`src/rtl/gobou_ctrl_seq.sv`:
```
// gobou_ctrl_seq
// Successor sequencer for the gobou fully-connected engine. For each of
// total_batch input vectors it walks the output neurons CORE at a time:
// one input element plus one weight word per unstalled cycle, an optional
// bias cycle, then it collects the serialised results into image memory.
//
// Ports
//   clk, rst            clock, asynchronous active-high reset
//   req / ack           start pulse (taken only in S_WAIT with all totals
//                       nonzero) / idle-done flag
//   img_we, write_img   host image writes, honoured only in S_WAIT
//   input_addr, output_addr, net_addr, total_in, total_out, total_batch,
//   bias_en             job description, latched on an accepted req
//   net_we              host weight write select (k = core k-1, 0 = none)
//   write_result        serialised result data from the datapath
//   stall               datapath back-pressure for S_WEIGHT / S_BIAS
//   res_start           serialiser start, honoured only in S_OUTPUT
//   out_start/out_valid/out_stop   group framing to the MAC cores
//   mem_img_*, write_mem_img       image memory port
//   mem_net_we, mem_net_addr       network memory port
//   breg_we, serial_we             bias register / serialiser loads
//
// Flow control: req/ack is a level handshake (ack low while busy). stall is
// the only back-pressure: while high, a S_WEIGHT/S_BIAS cycle does not
// count and produces no out_valid. There is no ready on the result side;
// once res_start is seen, n_valid results are written on consecutive cycles.
module gobou_ctrl_seq #(
  parameter int CORE    = 8,
  parameter int CORELOG = 3,
  parameter int DWIDTH  = 16,
  parameter int LWIDTH  = 12,
  parameter int IMGSIZE = 16,
  parameter int NETSIZE = 14
) (
  input  logic               clk,
  input  logic               rst,
  input  logic               req,
  output logic               ack,
  input  logic               img_we,
  input  logic [IMGSIZE-1:0] input_addr,
  input  logic [IMGSIZE-1:0] output_addr,
  input  logic [NETSIZE-1:0] net_addr,
  input  logic [DWIDTH-1:0]  write_img,
  input  logic [DWIDTH-1:0]  write_result,
  input  logic [CORELOG:0]   net_we,
  input  logic [LWIDTH-1:0]  total_in,
  input  logic [LWIDTH-1:0]  total_out,
  input  logic [LWIDTH-1:0]  total_batch,
  input  logic               bias_en,
  input  logic               stall,
  input  logic               res_start,
  output logic               out_start,
  output logic               out_valid,
  output logic               out_stop,
  output logic               mem_img_we,
  output logic [IMGSIZE-1:0] mem_img_addr,
  output logic [DWIDTH-1:0]  write_mem_img,
  output logic [CORE-1:0]    mem_net_we,
  output logic [NETSIZE-1:0] mem_net_addr,
  output logic               breg_we,
  output logic               serial_we
);

  typedef enum logic [1:0] {
    S_WAIT   = 2'd0,
    S_WEIGHT = 2'd1,
    S_BIAS   = 2'd2,
    S_OUTPUT = 2'd3
  } state_t;

  state_t state, state_nxt;

  // Latched job description
  logic [IMGSIZE-1:0] input_base, output_base;
  logic [NETSIZE-1:0] net_base;
  logic [LWIDTH-1:0]  tot_in, tot_out, tot_batch;
  logic               bias_r;

  // Progress counters
  logic [LWIDTH-1:0]  batch_cnt, count_out, count_in, wr_cnt;
  logic [IMGSIZE-1:0] in_base, out_cnt;
  logic [NETSIZE-1:0] net_cnt;
  logic               writing;
  logic               stop_pre;

  logic               accept;
  logic               last_in;
  logic               last_wr;
  logic               more_groups;
  logic               more_batch;
  logic               group_done;
  logic [LWIDTH-1:0]  remaining;
  logic [LWIDTH-1:0]  n_valid;
  logic [CORE-1:0]    net_sel;

  assign accept      = (state == S_WAIT) && req && (total_in != '0) &&
                       (total_out != '0) && (total_batch != '0);
  assign last_in     = (count_in == tot_in - LWIDTH'(1));
  assign remaining   = tot_out - count_out;
  assign n_valid     = (remaining >= LWIDTH'(CORE)) ? LWIDTH'(CORE) : remaining;
  assign last_wr     = (state == S_OUTPUT) && writing && (wr_cnt == n_valid - LWIDTH'(1));
  assign more_groups = (LWIDTH'(count_out + LWIDTH'(CORE)) < tot_out);
  assign more_batch  = (batch_cnt < tot_batch - LWIDTH'(1));
  // Final write of a group that is followed by more work
  assign group_done  = last_wr && (more_groups || more_batch);

  always_comb begin
    state_nxt = state;
    case (state)
      S_WAIT:   if (accept) state_nxt = S_WEIGHT;
      S_WEIGHT: if (!stall && last_in) state_nxt = bias_r ? S_BIAS : S_OUTPUT;
      S_BIAS:   if (!stall) state_nxt = S_OUTPUT;
      S_OUTPUT: if (last_wr) state_nxt = (more_groups || more_batch) ? S_WEIGHT : S_WAIT;
      default:  state_nxt = S_WAIT;
    endcase
  end

  always_comb begin
    net_sel = '0;
    for (int i = 0; i < CORE; i++) begin
      net_sel[i] = (net_we == (CORELOG+1)'(i + 1));
    end
  end

  always_ff @(posedge clk or posedge rst) begin
    if (rst) begin
      state       <= S_WAIT;
      input_base  <= '0;
      output_base <= '0;
      net_base    <= '0;
      tot_in      <= '0;
      tot_out     <= '0;
      tot_batch   <= '0;
      bias_r      <= 1'b0;
      batch_cnt   <= '0;
      count_out   <= '0;
      count_in    <= '0;
      wr_cnt      <= '0;
      in_base     <= '0;
      out_cnt     <= '0;
      net_cnt     <= '0;
      writing     <= 1'b0;
      stop_pre    <= 1'b0;
      ack         <= 1'b1;
      out_start   <= 1'b0;
      out_valid   <= 1'b0;
      out_stop    <= 1'b0;
      breg_we     <= 1'b0;
      serial_we   <= 1'b0;
      mem_net_we  <= '0;
    end else begin
      state      <= state_nxt;
      mem_net_we <= net_sel;
      out_start  <= accept || group_done;
      out_valid  <= ((state == S_WEIGHT) || (state == S_BIAS)) && !stall;
      breg_we    <= (state == S_BIAS) && !stall;
      // Last counted cycle of a group; out_stop follows the last out_valid.
      stop_pre   <= !stall && (((state == S_WEIGHT) && last_in && !bias_r) ||
                               (state == S_BIAS));
      out_stop   <= stop_pre;
      serial_we  <= (state == S_OUTPUT) && res_start;

      case (state)
        S_WAIT: begin
          if (accept) begin
            input_base  <= input_addr;
            output_base <= output_addr;
            net_base    <= net_addr;
            tot_in      <= total_in;
            tot_out     <= total_out;
            tot_batch   <= total_batch;
            bias_r      <= bias_en;
            batch_cnt   <= '0;
            count_out   <= '0;
            count_in    <= '0;
            wr_cnt      <= '0;
            in_base     <= '0;
            out_cnt     <= '0;
            net_cnt     <= '0;
            writing     <= 1'b0;
            ack         <= 1'b0;
          end
        end
        S_WEIGHT: begin
          if (!stall) begin
            net_cnt  <= net_cnt + NETSIZE'(1);
            count_in <= last_in ? '0 : count_in + LWIDTH'(1);
          end
        end
        S_BIAS: begin
          if (!stall) net_cnt <= net_cnt + NETSIZE'(1);
        end
        S_OUTPUT: begin
          if (!writing) begin
            if (res_start) begin
              writing <= 1'b1;
              wr_cnt  <= '0;
            end
          end else begin
            out_cnt <= out_cnt + IMGSIZE'(1);
            wr_cnt  <= wr_cnt + LWIDTH'(1);
            if (last_wr) begin
              writing <= 1'b0;
              if (more_groups) begin
                count_out <= count_out + LWIDTH'(CORE);
              end else if (more_batch) begin
                batch_cnt <= batch_cnt + LWIDTH'(1);
                count_out <= '0;
                in_base   <= in_base + IMGSIZE'(tot_in);
                net_cnt   <= '0;
              end else begin
                ack <= 1'b1;
              end
            end
          end
        end
        default: ;
      endcase
    end
  end

  // Image memory port: host loads in S_WAIT, result writes in S_OUTPUT,
  // input element reads in S_WEIGHT / S_BIAS.
  always_comb begin
    mem_img_we    = 1'b0;
    mem_img_addr  = input_base + in_base + IMGSIZE'(count_in);
    write_mem_img = write_img;
    case (state)
      S_WAIT: begin
        mem_img_we   = img_we;
        mem_img_addr = input_addr;
      end
      S_OUTPUT: begin
        mem_img_we    = writing;
        mem_img_addr  = output_base + out_cnt;
        write_mem_img = write_result;
      end
      default: ;
    endcase
  end

  assign mem_net_addr = net_base + net_cnt;

endmodule

```
`config.mk`:
```
export PLATFORM = sky130hd
export DESIGN_NAME = gobou_ctrl_seq
export DESIGN_NICKNAME = d
export VERILOG_FILES = /design/src/rtl/gobou_ctrl_seq.sv
export SDC_FILE = /design/constraint.sdc
export NUM_CORES = 1
export LEC_CHECK = 0
export ABC_AREA = 1
export CORE_ASPECT_RATIO = 0.7
export CORE_MARGIN = 2
export CORE_UTILIZATION = 50
export CTS_CLUSTER_DIAMETER = 100
export CTS_CLUSTER_SIZE = 30
export DETAILED_ROUTE_END_ITERATION = 16
export DONT_BUFFER_PORTS = 1
export PLACE_DENSITY_LB_ADDON = 0.1
export SETUP_SLACK_MARGIN = 0.15
export SYNTH_ARGS = -nofsm -noshare
export SYNTH_HDL_FRONTEND = slang
export SYNTH_SLANG_ARGS = --single-unit
export TNS_END_PERCENT = 1
```
`constraint.sdc`:
```
create_clock -name clk -period 10.35 [get_ports clk]
set_input_delay 2.07 -clock clk [delete_from_list [all_inputs] [get_ports clk]]
set_output_delay 2.07 -clock clk [all_outputs]
set_load 0.05 [all_outputs]
```
==> run_1/met1.png <==
Bar = 50 um. Supply wires on this layer in grey.
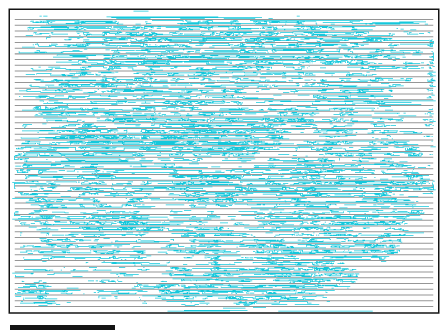
longest straight run: 74.1 um
wire length on this layer: 19400 um
nets with wire on the layer: 1954
GR Util met1: 0.415
routed wire length: 37500 um

==> run_1/met2.png <==
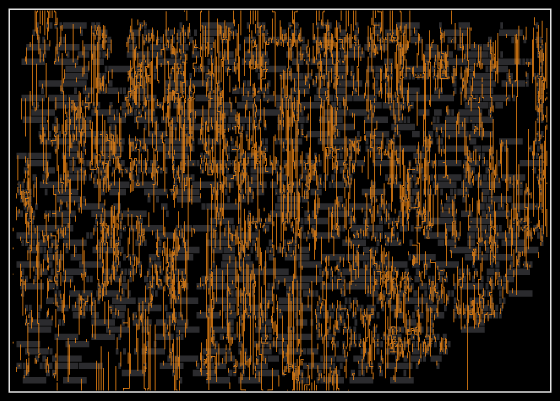
main direction: vertical
longest straight run: 67.3 um
nets with wire on the layer: 1626
wire length on this layer: 14900 um
grt met2 use: 0.368
vias: 12300

==> results.cfg, run 1 <==
; flow metrics
[run_status]
status = finished clean

[grt]
grt_pass1_vias = 11300
busiest_layer = met1
grt_max_degree = 128

[critical_path]
cp.required_ns = 8.28
path_common_cell = nand2_1
worst_ep_arrival_time_ns = 4.31
r2r_end = batch_cnt[5]$_DFFE_PP0P_
crit_path_end_kind = output pin
slowest_delay_ns = 0.84
ff2ff_setup_slack_ns = 5.80
crit_buf_inv = 2
cp_max_fo = 4

[final_timing]
skew_ns = 0.00983

[detailed_routing]
drt-vias-per-instance = 5.48
met3_length_um = 2890
drc = 0
dr.first_iter.drc_count = 1102
drtAntennaViolNets = 0

[synthesis]
ys_sh_mux = 0
ys_warn_count = 0
adder_share = 0.114
area_leaders = dfrtp_1 (35%), nand2_1 (16%), ha_1 (9.1%)
top_area_cell = dfrtp_1
fp_nets = 2136
synth_flops = 192

[power]
netSwitchingFraction = 0.552
p_clk_mw = 0.744
power_frac_clock = 0.162
p_per_area_nw_per_um2 = 311
ir_worst_vdd_mv = 0.146
powerComb_mw = 2.68
p_int_mw = 2.06

[floorplan]
core_area_sq_um = 27000
die-width_um = 203
die_h_um = 143
rows = 50

[place]
hpwl_um = 27800
placedCellCount = 2214

[clock_network]
cts_sinks = 192
htree_levels = 4
cts_root_buf = clkbuf_16
clockBufferDepth = 2

[final_layout]
fin_util = 0.548

[run]
warnings = 35

[hold_path]
min_to = out_stop$_DFF_PP0_
==> run_1/met3.png <==
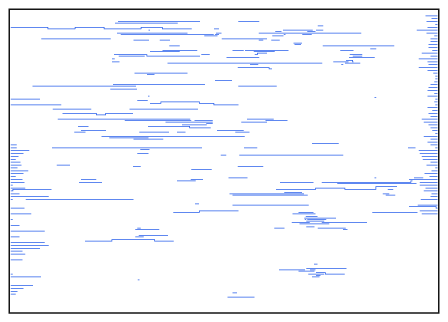
main direction: horizontal
share of all routed wire: 7.7%
wire length on this layer: 2890 um
longest straight run: 73.1 um
met3 Use GR: 0.0564

[run 1: cell type report]
class / count / area [sq um]
clock buffers: 19 / 453
multi-input cells: 1441 / 8010
flip-flops and latches: 192 / 4810
repair buffers: 8 / 60.1
fillers: 2603 / 12200
well taps: 364 / 455
clock inverters: 13 / 195
inverters: 209 / 792
[run 1: cells in the final DEF (no fill, tap or decap), types with 4 or more instances in the layout]
cell type / netlist / layout
nand2_1: 591 / 591
inv_1: 203 / 200
dfrtp_1: 191 / 191
nor2_1: 137 / 136
a21oi_1: 119 / 119
ha_1: 101 / 100
o21ai_0: 99 / 99
xor2_1: 71 / 71
nand3_1: 68 / 68
nand4_1: 62 / 62
nor3_1: 43 / 43
xnor2_1: 21 / 21
clkbuf_16: 0 / 17
fa_1: 16 / 16
nor4_1: 14 / 14
o21ai_1: 12 / 12
o21bai_1: 8 / 8
buf_4: 0 / 8
a22oi_1: 7 / 7
inv_2: 5 / 6
a31oi_1: 5 / 5
nor3b_1: 5 / 5
a211oi_1: 6 / 5
or2_2: 5 / 5
nand3_2: 4 / 4
o21a_1: 4 / 4
inv_6: 0 / 4
bufinv_16: 0 / 4
[run 1: per-stage QoR]
stage               hold slack (ns)  area, sq um  power [mW]
floorplan                     0.331        13800        3.27
global placement              0.394        14100        3.80
detailed placement            0.392        14100        3.83
CTS                           0.402        14800        4.60
global route                  0.404        14800        4.96
finish                        0.393        14800        4.59
[run 1: state kept, by name, summed over array words and instances, names as in the netlist, 8 cells and up]
register,count
batch_cnt,12
mem_net_we,8
tot_in,12
net_base,14
count_out,9
count_in,12
net_cnt,14
out_cnt,16
wr_cnt,12
input_base,16
output_base,16
in_base,16
tot_out,12
tot_batch,12
==> run_1/final_congestion.png <==
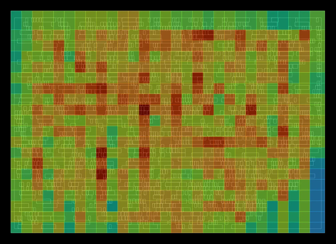

## Run 2: what changed since run 1
Clock period 10.35 ns to 5.4 ns, I/O delays scaled along.
==> run_2/final_congestion.png <==
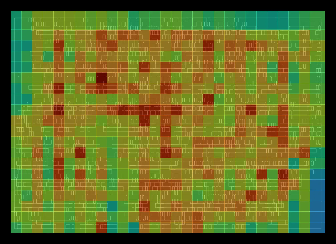
grt met2 use: 0.372
Wirelength per Cell: 16.7 um

==> run_2/met3.png <==
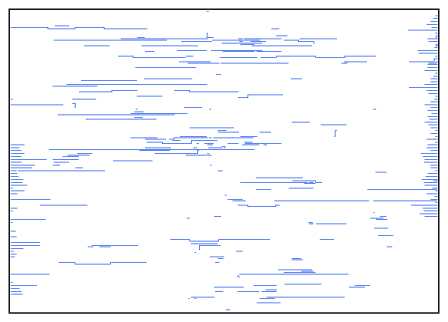
main direction: horizontal
share of all routed wire: 7.5%
nets with wire on the layer: 233
wire length on this layer: 2840 um
vias: 12400
met3 Use GR: 0.0641
routed wire length: 37900 um

==> results.cfg, run 2 <==
; flow metrics
[run_status]
status = finished clean

[synthesis]
synth_flops = 192
top_area_cell = dfrtp_1

[grt]
grt_max_degree = 172
grt_pass1_vias = 11500
busiest_layer = met1

[critical_path]
worst_ep_arrival_time_ns = 3.89
slowest_delay_ns = 0.52
cp_max_fo = 4

[detailed_routing]
met3_length_um = 2840
drtAntennaViolNets = 0
dr.first_iter.drc_count = 1059

[floorplan]
die_h_um = 143
die-width_um = 203
core_area_sq_um = 27000

[final_layout]
fillers = 2599

[place]
placedCellCount = 2233
hpwl_um = 27600

[power]
netSwitchingFraction = 0.551
p_int_mw = 3.99
ir_worst_vdd_mv = 0.358
-- run 2: cell types whose count changed in the layout (fill, tap and decap cells not counted), sizes merged --
cell      before  now
bufinv         4    2
clkinv         4    7
buf            8   27
clkinvlp       1    2
inv          213  212
clkbuf        19   18
-- run 2: final timing paths --
kind | slack, ns | endpoint | from
hold / removal | 0.39 | out_stop$_DFF_PP0_ | stop_pre$_DFF_PP0_
hold reg to reg | 0.39 | out_stop$_DFF_PP0_ | stop_pre$_DFF_PP0_
setup reg to reg | 1.07 | state[1]$_DFFE_PP0P_ | count_out[6]$_DFFE_PP0P_
setup / recovery | 0.43 | mem_img_addr[15] | in_base[1]$_DFFE_PP0P_
min in group asynchronous | 0.50 | net_base[1]$_DFFE_PP0P_ | rst
max in group asynchronous | 3.51 | serial_we$_DFF_PP0_ | rst
-- run 2: cells by family (layout without fill, tap and decap cells) --
family,after synthesis,in the layout,synth area share
AND-OR/OR-AND,282,282,0.112
XOR/XNOR,93,93,0.0599
adder cells (fa/ha/maj),117,117,0.114
buffers and inverters,261,268,0.0755
flip-flops,192,192,0.347
other,2,2,0.000543
AND/OR/NAND/NOR,947,947,0.291
-- run 2: final cells by class --
type	count	area (sq um)	area share
sequential	192	4810	0.323
timing repair buffer	27	215	0.0145
clock inverter	14	153	0.0103
inverter	209	788	0.0530
tap	364	455	0.0306
multi-input combinational	1441	8010	0.539
clock buffer	18	439	0.0295
-- run 2: stage by stage --
stage          total power, mW   util  cell area, sq um  setup slack (ns)  hold WS (ns)
2_1_floorplan             6.27      -             13800             0.935         0.331
3_3_place_gp              7.47  0.529             14300             0.741         0.386
3_5_place_dp              7.54  0.529             14300             0.684         0.385
4_1_cts                   8.90  0.551             14900             0.160         0.405
5_1_grt                   9.63  0.551             14900             0.142         0.409
6_report                  8.89  0.551             14900             0.434         0.393
## Run 3: what changed since run 2
Settings changed: CAP_MARGIN set to 15.
==> run_3/met4.png <==
Supply wires on this layer in grey.
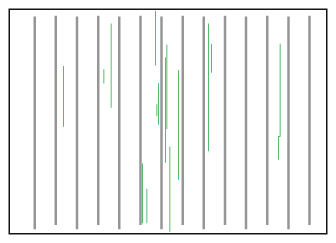
share of all routed wire: 1.7%
wire length on this layer: 650 um

==> results.cfg, run 3 <==
; flow metrics
[grt]
grt_pass1_vias = 11500
grt_max_degree = 172

[synthesis]
top_area_cell = dfrtp_1
synth_flops = 192

[place]
hpwl_um = 27600
postPlaceCellArea_sq_um = 14300

[power]
finalPower_mw = 8.89

[detailed_routing]
vias = 12400
dr.first_iter.drc_count = 1059

[critical_path]
worst_ep_arrival_time_ns = 3.89
r2r_start = count_out[6]$_DFFE_PP0P_
cp_max_fo = 4
ff2ff_setup_slack_ns = 1.07

[hold_path]
min_from = stop_pre$_DFF_PP0_
min_to = out_stop$_DFF_PP0_

[run_status]
status = finished clean

[final_timing]
setup_slack_ns = 0.434
hold_ws_ns = 0.393

[final_layout]
fin_util = 0.551

[floorplan]
die_h_um = 143
==> run_3/met1.png <==
Bar = 50 um. Supply wires on this layer in grey.
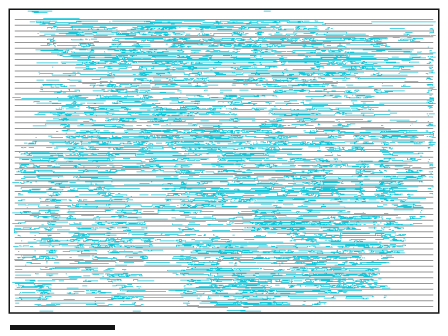
share of all routed wire: 51%
nets with wire on the layer: 1959
longest straight run: 95.7 um
wire length on this layer: 19500 um
main direction: horizontal
GR Util met1: 0.413

run 3: cell counts after synthesis:
Identical to the previous run, type by type.
run 3: how the worst max path moves through the flow:
stage / start / end / slack (ns)
finish: in_base[1]$_DFFE_PP0P_ / mem_img_addr[15] / 0.43
CTS: count_in[1]$_DFFE_PP0P_ / mem_img_addr[15] / 0.16
floorplan: count_in[1]$_DFFE_PP0P_ / mem_img_addr[13] / 0.94
global placement: count_in[1]$_DFFE_PP0P_ / mem_img_addr[15] / 0.74
global route: count_in[0]$_DFFE_PP0P_ / mem_img_addr[15] / 0.14
detailed placement: count_in[1]$_DFFE_PP0P_ / mem_img_addr[15] / 0.68
run 3: cells by family after synthesis:
logic type	after synthesis	synth area share
compound gates	282	0.112
xor+xnor	93	0.0599
fa+ha+maj	117	0.114
buf+inv	261	0.0755
flops	192	0.347
other cells	2	0.000543
simple gates	947	0.291
run 3: where the power goes:
group          switching (mW)  internal [mW]
Clock                   0.616          0.702
Combinational            3.86           1.45
Sequential              0.424           1.83
run 3: final cells by class:
class | count | area (sq um)
clock buffer | 18 | 439
clock inverter | 14 | 153
fill | 2599 | 12100
inverter | 209 | 788
multi-input combinational | 1441 | 8010
sequential | 192 | 4810
tap | 364 | 455
timing repair buffer | 27 | 215
run 3: timing repair:
action                                 CTS  global route
endpoints found under the hold margin    0             0
hold buffers                             0             0
setup endpoints to repair                0             3
gates resized                            0             6
run 3: layer usage:
metal  part of all wire  wire (um)  global-route usage  vias to the layer above
met1               0.51      19500               0.413                     5748
li1                   -          -                   -                     6180
met5                  0          0                   0                        -
met3              0.075       2840              0.0641                       36
met4              0.017        650              0.0718                        0
met2               0.39      14900               0.372                      442
Power is estimated from default activity; no workload was simulated.
